Figure 1. Metal 2.
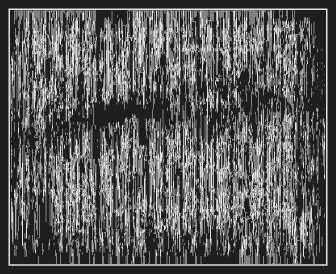
Figure 2. Cell density map.
The bar under the picture is 100 um long. 26 x 21 tiles, from black (low) to pale yellow (high), 0 to 100% covered.
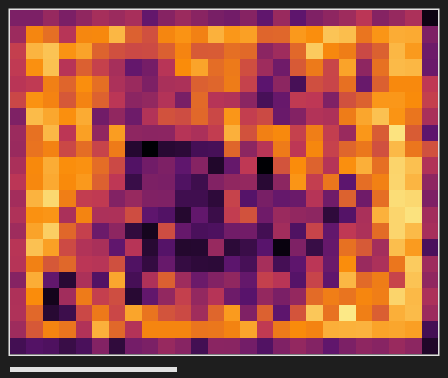
Figure 3. Routing congestion.
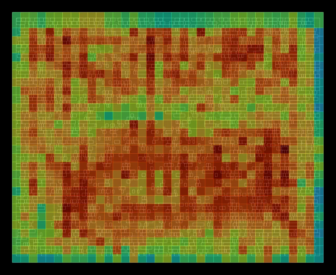
Figure 4. Wiring heat map.
The bar under the picture is 100 um long. 26 x 21 tiles, from black (low) to pale yellow (high), scaled to the fullest tile. Values are wire area over tile area, all layers added.
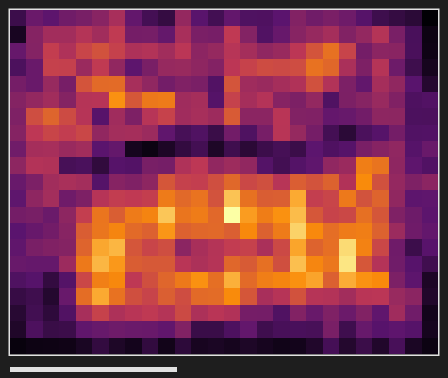
$ cat src/rtl/mul_issue_ctrl.sv
// Execute-stage wrapper around the iterative unsigned multiplier: converts RV64M operands to
// magnitudes, runs the start/done handshake, applies sign fix-up and high/low/W selection.
module mul_issue_ctrl #(
  parameter int XLEN = 64,
  parameter int OP_W = 3
) (
  input  logic              clk,
  input  logic              reset,
  input  logic              in_valid,
  output logic              in_ready,
  input  logic [OP_W-1:0]   in_op,
  input  logic [XLEN-1:0]   in_src1,
  input  logic [XLEN-1:0]   in_src2,
  input  logic [4:0]        in_rd,
  input  logic              flush,
  output logic              mul_start,
  output logic [XLEN-1:0]   mul_a,
  output logic [XLEN-1:0]   mul_b,
  input  logic              mul_done,
  input  logic [2*XLEN-1:0] mul_p,
  output logic              out_valid,
  input  logic              out_ready,
  output logic [XLEN-1:0]   out_result,
  output logic [4:0]        out_rd
);

  localparam logic [OP_W-1:0] OP_MUL    = OP_W'(3'd0);
  localparam logic [OP_W-1:0] OP_MULH   = OP_W'(3'd1);
  localparam logic [OP_W-1:0] OP_MULHSU = OP_W'(3'd2);
  localparam logic [OP_W-1:0] OP_MULHU  = OP_W'(3'd3);
  localparam logic [OP_W-1:0] OP_MULW   = OP_W'(3'd4);

  typedef enum logic [2:0] {
    ST_IDLE  = 3'd0,
    ST_ISSUE = 3'd1,
    ST_WAIT  = 3'd2,
    ST_FIX   = 3'd3,
    ST_RESP  = 3'd4,
    ST_DRAIN = 3'd5
  } state_t;

  state_t              state_r;
  logic [OP_W-1:0]     op_r;
  logic                neg_r;
  logic [2*XLEN-1:0]   prod_r;

  logic                s1_signed_s;
  logic                s2_signed_s;
  logic                reserved_s;
  logic                shortcut_s;
  logic                neg_s;
  logic [XLEN-1:0]     a_masked_s;
  logic [XLEN-1:0]     b_masked_s;
  logic [XLEN-1:0]     a_mag_s;
  logic [XLEN-1:0]     b_mag_s;
  logic [2*XLEN-1:0]   fixed_s;
  logic [XLEN-1:0]     sel_s;

  // The most negative value maps to 2^(XLEN-1), which is representable as an unsigned magnitude.
  function automatic logic [XLEN-1:0] magnitude(input logic [XLEN-1:0] v, input logic is_signed);
    if (is_signed && v[XLEN-1]) begin
      magnitude = ~v + {{(XLEN-1){1'b0}}, 1'b1};
    end else begin
      magnitude = v;
    end
  endfunction

  // Operand decode: signedness, masking, magnitudes and the zero/reserved shortcut.
  always_comb begin
    s1_signed_s = 1'b0;
    s2_signed_s = 1'b0;
    reserved_s  = 1'b0;
    a_masked_s  = in_src1;
    b_masked_s  = in_src2;
    case (in_op)
      OP_MUL, OP_MULH: begin
        s1_signed_s = 1'b1;
        s2_signed_s = 1'b1;
      end
      OP_MULHSU: begin
        s1_signed_s = 1'b1;
      end
      OP_MULHU: begin
        s1_signed_s = 1'b0;
      end
      OP_MULW: begin
        a_masked_s = {{(XLEN-32){1'b0}}, in_src1[31:0]};
        b_masked_s = {{(XLEN-32){1'b0}}, in_src2[31:0]};
      end
      default: begin
        reserved_s = 1'b1;
      end
    endcase
    neg_s      = (s1_signed_s & in_src1[XLEN-1]) ^ (s2_signed_s & in_src2[XLEN-1]);
    a_mag_s    = magnitude(a_masked_s, s1_signed_s);
    b_mag_s    = magnitude(b_masked_s, s2_signed_s);
    shortcut_s = reserved_s | (a_masked_s == {XLEN{1'b0}}) | (b_masked_s == {XLEN{1'b0}});
  end

  // Sign fix-up of the captured product and result selection.
  always_comb begin
    if (neg_r) begin
      fixed_s = ~prod_r + {{(2*XLEN-1){1'b0}}, 1'b1};
    end else begin
      fixed_s = prod_r;
    end
    case (op_r)
      OP_MUL:                       sel_s = fixed_s[XLEN-1:0];
      OP_MULH, OP_MULHSU, OP_MULHU: sel_s = fixed_s[2*XLEN-1:XLEN];
      OP_MULW:                      sel_s = {{(XLEN-32){fixed_s[31]}}, fixed_s[31:0]};
      default:                      sel_s = {XLEN{1'b0}};
    endcase
  end

  // Control FSM with registered handshake outputs.
  always_ff @(posedge clk or posedge reset) begin
    if (reset) begin
      state_r    <= ST_IDLE;
      in_ready   <= 1'b1;
      mul_start  <= 1'b0;
      mul_a      <= {XLEN{1'b0}};
      mul_b      <= {XLEN{1'b0}};
      out_valid  <= 1'b0;
      out_result <= {XLEN{1'b0}};
      out_rd     <= 5'd0;
      op_r       <= {OP_W{1'b0}};
      neg_r      <= 1'b0;
      prod_r     <= {(2*XLEN){1'b0}};
    end else begin
      mul_start <= 1'b0;
      case (state_r)
        ST_IDLE: begin
          if (in_valid && !flush) begin
            op_r     <= in_op;
            out_rd   <= in_rd;
            neg_r    <= neg_s;
            in_ready <= 1'b0;
            if (shortcut_s) begin
              out_result <= {XLEN{1'b0}};
              out_valid  <= 1'b1;
              state_r    <= ST_RESP;
            end else begin
              mul_a     <= a_mag_s;
              mul_b     <= b_mag_s;
              mul_start <= 1'b1;
              state_r   <= ST_ISSUE;
            end
          end
        end
        ST_ISSUE: begin
          // The start pulse has already gone out, so a flush here must still drain.
          state_r <= flush ? ST_DRAIN : ST_WAIT;
        end
        ST_WAIT: begin
          if (mul_done) begin
            if (flush) begin
              in_ready <= 1'b1;
              state_r  <= ST_IDLE;
            end else begin
              prod_r  <= mul_p;
              state_r <= ST_FIX;
            end
          end else if (flush) begin
            state_r <= ST_DRAIN;
          end
        end
        ST_FIX: begin
          if (flush) begin
            in_ready <= 1'b1;
            state_r  <= ST_IDLE;
          end else begin
            out_result <= sel_s;
            out_valid  <= 1'b1;
            state_r    <= ST_RESP;
          end
        end
        ST_RESP: begin
          if (flush || out_ready) begin
            out_valid <= 1'b0;
            in_ready  <= 1'b1;
            state_r   <= ST_IDLE;
          end
        end
        ST_DRAIN: begin
          if (mul_done) begin
            in_ready <= 1'b1;
            state_r  <= ST_IDLE;
          end
        end
        default: begin
          out_valid <= 1'b0;
          in_ready  <= 1'b1;
          state_r   <= ST_IDLE;
        end
      endcase
    end
  end

endmodule

$ cat config.mk
export PLATFORM = sky130hd
export DESIGN_NAME = mul_issue_ctrl
export DESIGN_NICKNAME = d
export VERILOG_FILES = /design/src/rtl/mul_issue_ctrl.sv
export SDC_FILE = /design/constraint.sdc
export NUM_CORES = 1
export LEC_CHECK = 0
export CAP_MARGIN = 20
export CORE_ASPECT_RATIO = 0.8
export CORE_MARGIN = 3
export CORE_UTILIZATION = 42
export CTS_BUF_LIST = sky130_fd_sc_hd__clkbuf_4 sky130_fd_sc_hd__clkbuf_8
export DETAILED_ROUTE_END_ITERATION = 10
export GPL_TIMING_DRIVEN = 0
export PLACE_DENSITY_LB_ADDON = 0.1
export SYNTH_ARGS = -nofsm -noshare
export SYNTH_HDL_FRONTEND = slang
export SYNTH_SLANG_ARGS = --single-unit
export TNS_END_PERCENT = 50
$ cat constraint.sdc
create_clock -name clk -period 21.8 [get_ports clk]
set_input_delay 3.27 -clock clk [delete_from_list [all_inputs] [get_ports clk]]
set_output_delay 3.27 -clock clk [all_outputs]
set_load 0.01 [all_outputs]
==> flow_metrics.py <==
# Synthesis and PnR figures
metrics = {
    "pwr": {
        "p_seq_frac": 0.322,
        "power_density_mw_per_mm2": 135,
        "power.switching_mw": 1.77,
        "power_mw": 3.79,
    },
    "timing": {
        "worst_pin_slew_ns": 1.27,
        "finalHoldViolCount": 0,
        "fmax_mhz": 125,
        "setup_tns_ns": 0,
        "maxSlewViolCount": 0,
    },
    "clock_tree": {
        "post-cts-setup-buffers": 0,
        "clkLatencyLatePin_ns": 0.67,
        "numCtsBuffers": 54,
    },
    "floorplanning": {
        "ioPinCount": 470,
        "die_w_um": 256,
        "rows": 72,
    },
    "global_routing": {
        "grt_pass1_vias": 22500,
        "grt_pass1_wl_um": 152000,
    },
    "yosys": {
        "top_area_frac": 0.398,
        "mappedNetlistNets": 2627,
        "ys_sh_adder": 0.00179,
        "ys_ff": 335,
        "synthArstFlopShare": 1.00,
        "post_synth.cell_area_avg_um2": 8.92,
        "compound_area_frac": 0.175,
        "ys_top_cells_by_count": "dfrtp_1 (334), nand2_1 (307), o21ai_0 (178)",
        "yosysWarningCount": 0,
    },
    "worst_setup_path": {
        "crit_required_ns": 22.35,
        "path_delay_family": "buffers and inverters",
        "regToRegSetupSlack_ns": 16.96,
        "worst-path-max-fanout": 10,
    },
    "run_status": {
        "status": "complete, no violations",
    },
    "drt": {
        "drt_iter0_markers": 3375,
        "ant_nets": 0,
    },
    "worst_hold_path": {
        "hp-start": "mul_b[11]$_DFFE_PP0P_",
        "min_path_type": "flip-flop to flip-flop",
        "hold_path_depth": 2,
    },
    "run": {
        "stage_log_warnings": 34,
    },
}
-- Figure 1 (at the start) --
- nets with wire on the layer: 2787
- main direction: vertical
- share of all routed wire: 41%
- wire length on this layer: 43.7 mm
- longest straight run: 81.3 um
drt total wl: 106000 um
vias: 23400
met2 usage: 0.558

-- Figure 2 (at the start) --
- nearly empty tiles: 0.40%
- mean over tiles: 51%
- fullest tile: 95%
- tiles over 75% full: 18%
fin util: 0.571
FP Core Util: 0.429
Core ar.: 0.0489 mm2

-- Figure 3 (at the start) --
met3 Use GR: 0.107
most used routing layer: met2
wire per inst: 29.3 um

-- Figure 4 (at the start) --
- mean over tiles: 0.35
- tiles over half the peak: 31%
- fullest tile: 0.85
- nearly empty tiles: 0.20%
- densest ninth of the die: centre
GRT Util Overall: 0.387

## flip-flops by register name (all words and copies together), names as in the netlist, 3 cells and up
register    flops
state_r         3
prod_r        128
out_rd          5
mul_b          64
mul_a          64
op_r            3
out_result     64
## worst register-to-register path, delay by kind of cell (launching register included)
kind	cells	cell delay, ns
simple gates	5	3.79
mux	1	0.28
compound gates	1	0.16
flops	1	0.46
## routing by layer
layer / wire [um] / track usage / share of wire / up-vias
met5: 13 / 0 / 0.00012 / -
met4: 4000 / 0.128 / 0.038 / 2
met3: 13400 / 0.107 / 0.13 / 301
met2: 43700 / 0.558 / 0.41 / 1721
met1: 44700 / 0.558 / 0.42 / 11500
li1: - / - / - / 9825
## per-stage QoR
stage | setup slack (ns) | instances | area (um2) | hold slack, ns
finish | 13.79 | 3608 | 27900 | 0.482
global route | 13.59 | 3601 | 27900 | 0.499
CTS | 13.97 | 3596 | 27900 | 0.483
detailed placement | 13.28 | 3498 | 26700 | 0.468
global placement | 5.35 | 3488 | 26500 | 0.464
floorplan | 9.25 | 2354 | 21000 | 0.501
## cell type report
| class | count | area [um2] | share of cell area |
|---|---|---|---|
| diodes | 8 | 20.0 | 0.000716 |
| clock buffers | 85 | 1090 | 0.0390 |
| inverters | 20 | 82.6 | 0.00296 |
| clock inverters | 13 | 130 | 0.00466 |
| multi-input cells | 1846 | 12000 | 0.428 |
| repair buffers | 482 | 4840 | 0.173 |
| plain buffers | 153 | 602 | 0.0215 |
| flip-flops and latches | 335 | 8380 | 0.300 |
| well taps | 666 | 833 | 0.0298 |
## cells by family after synthesis
logic type | count (synthesis)
AND/OR/NAND/NOR | 927
AND-OR/OR-AND | 553
XOR/XNOR | 191
flip-flops | 335
multiplexers | 172
buffers and inverters | 173
adder cells (fa/ha/maj) | 3
## power by group through the flow
stage / combinational, mW / clock (mW) / sequential (mW)
after floorplan: 0.939 / 0 / 1.14
after global placement: 1.84 / 0 / 1.20
after detailed placement: 1.85 / 0 / 1.20
after CTS: 1.87 / 0.631 / 1.20
after global routing: 2.02 / 0.659 / 1.23
final: 1.94 / 0.625 / 1.22
## placed cells by master, fill, tap and decap left out, types with 9 or more instances in the layout
master             n
a211oi_1           9
a21oi_1           90
a221o_1           12
a22o_1            12
a22oi_1           22
a31oi_1           34
a41oi_1           14
and2_1            11
and3_1            25
and4_1            13
buf_1             14
buf_2             21
clkbuf_1         122
clkbuf_4          13
clkbuf_8          72
clkdlybuf4s50_1  468
dfrtp_1          334
inv_1             17
mux2_2           143
mux2i_1           29
nand2_1          307
nand2b_1          17
nand3_1           53
nand4_1           35
nor2_1           153
nor3_1           102
nor4_1            75
o211ai_1          14
o21ai_0          178
o31a_1            10
o31ai_1           51
o41ai_1           22
or2_2             13
or3_1             36
or4_1             40
xnor2_1          131
xor2_1            60
Power figures rest on the tool's default switching activity, not on a simulated workload.
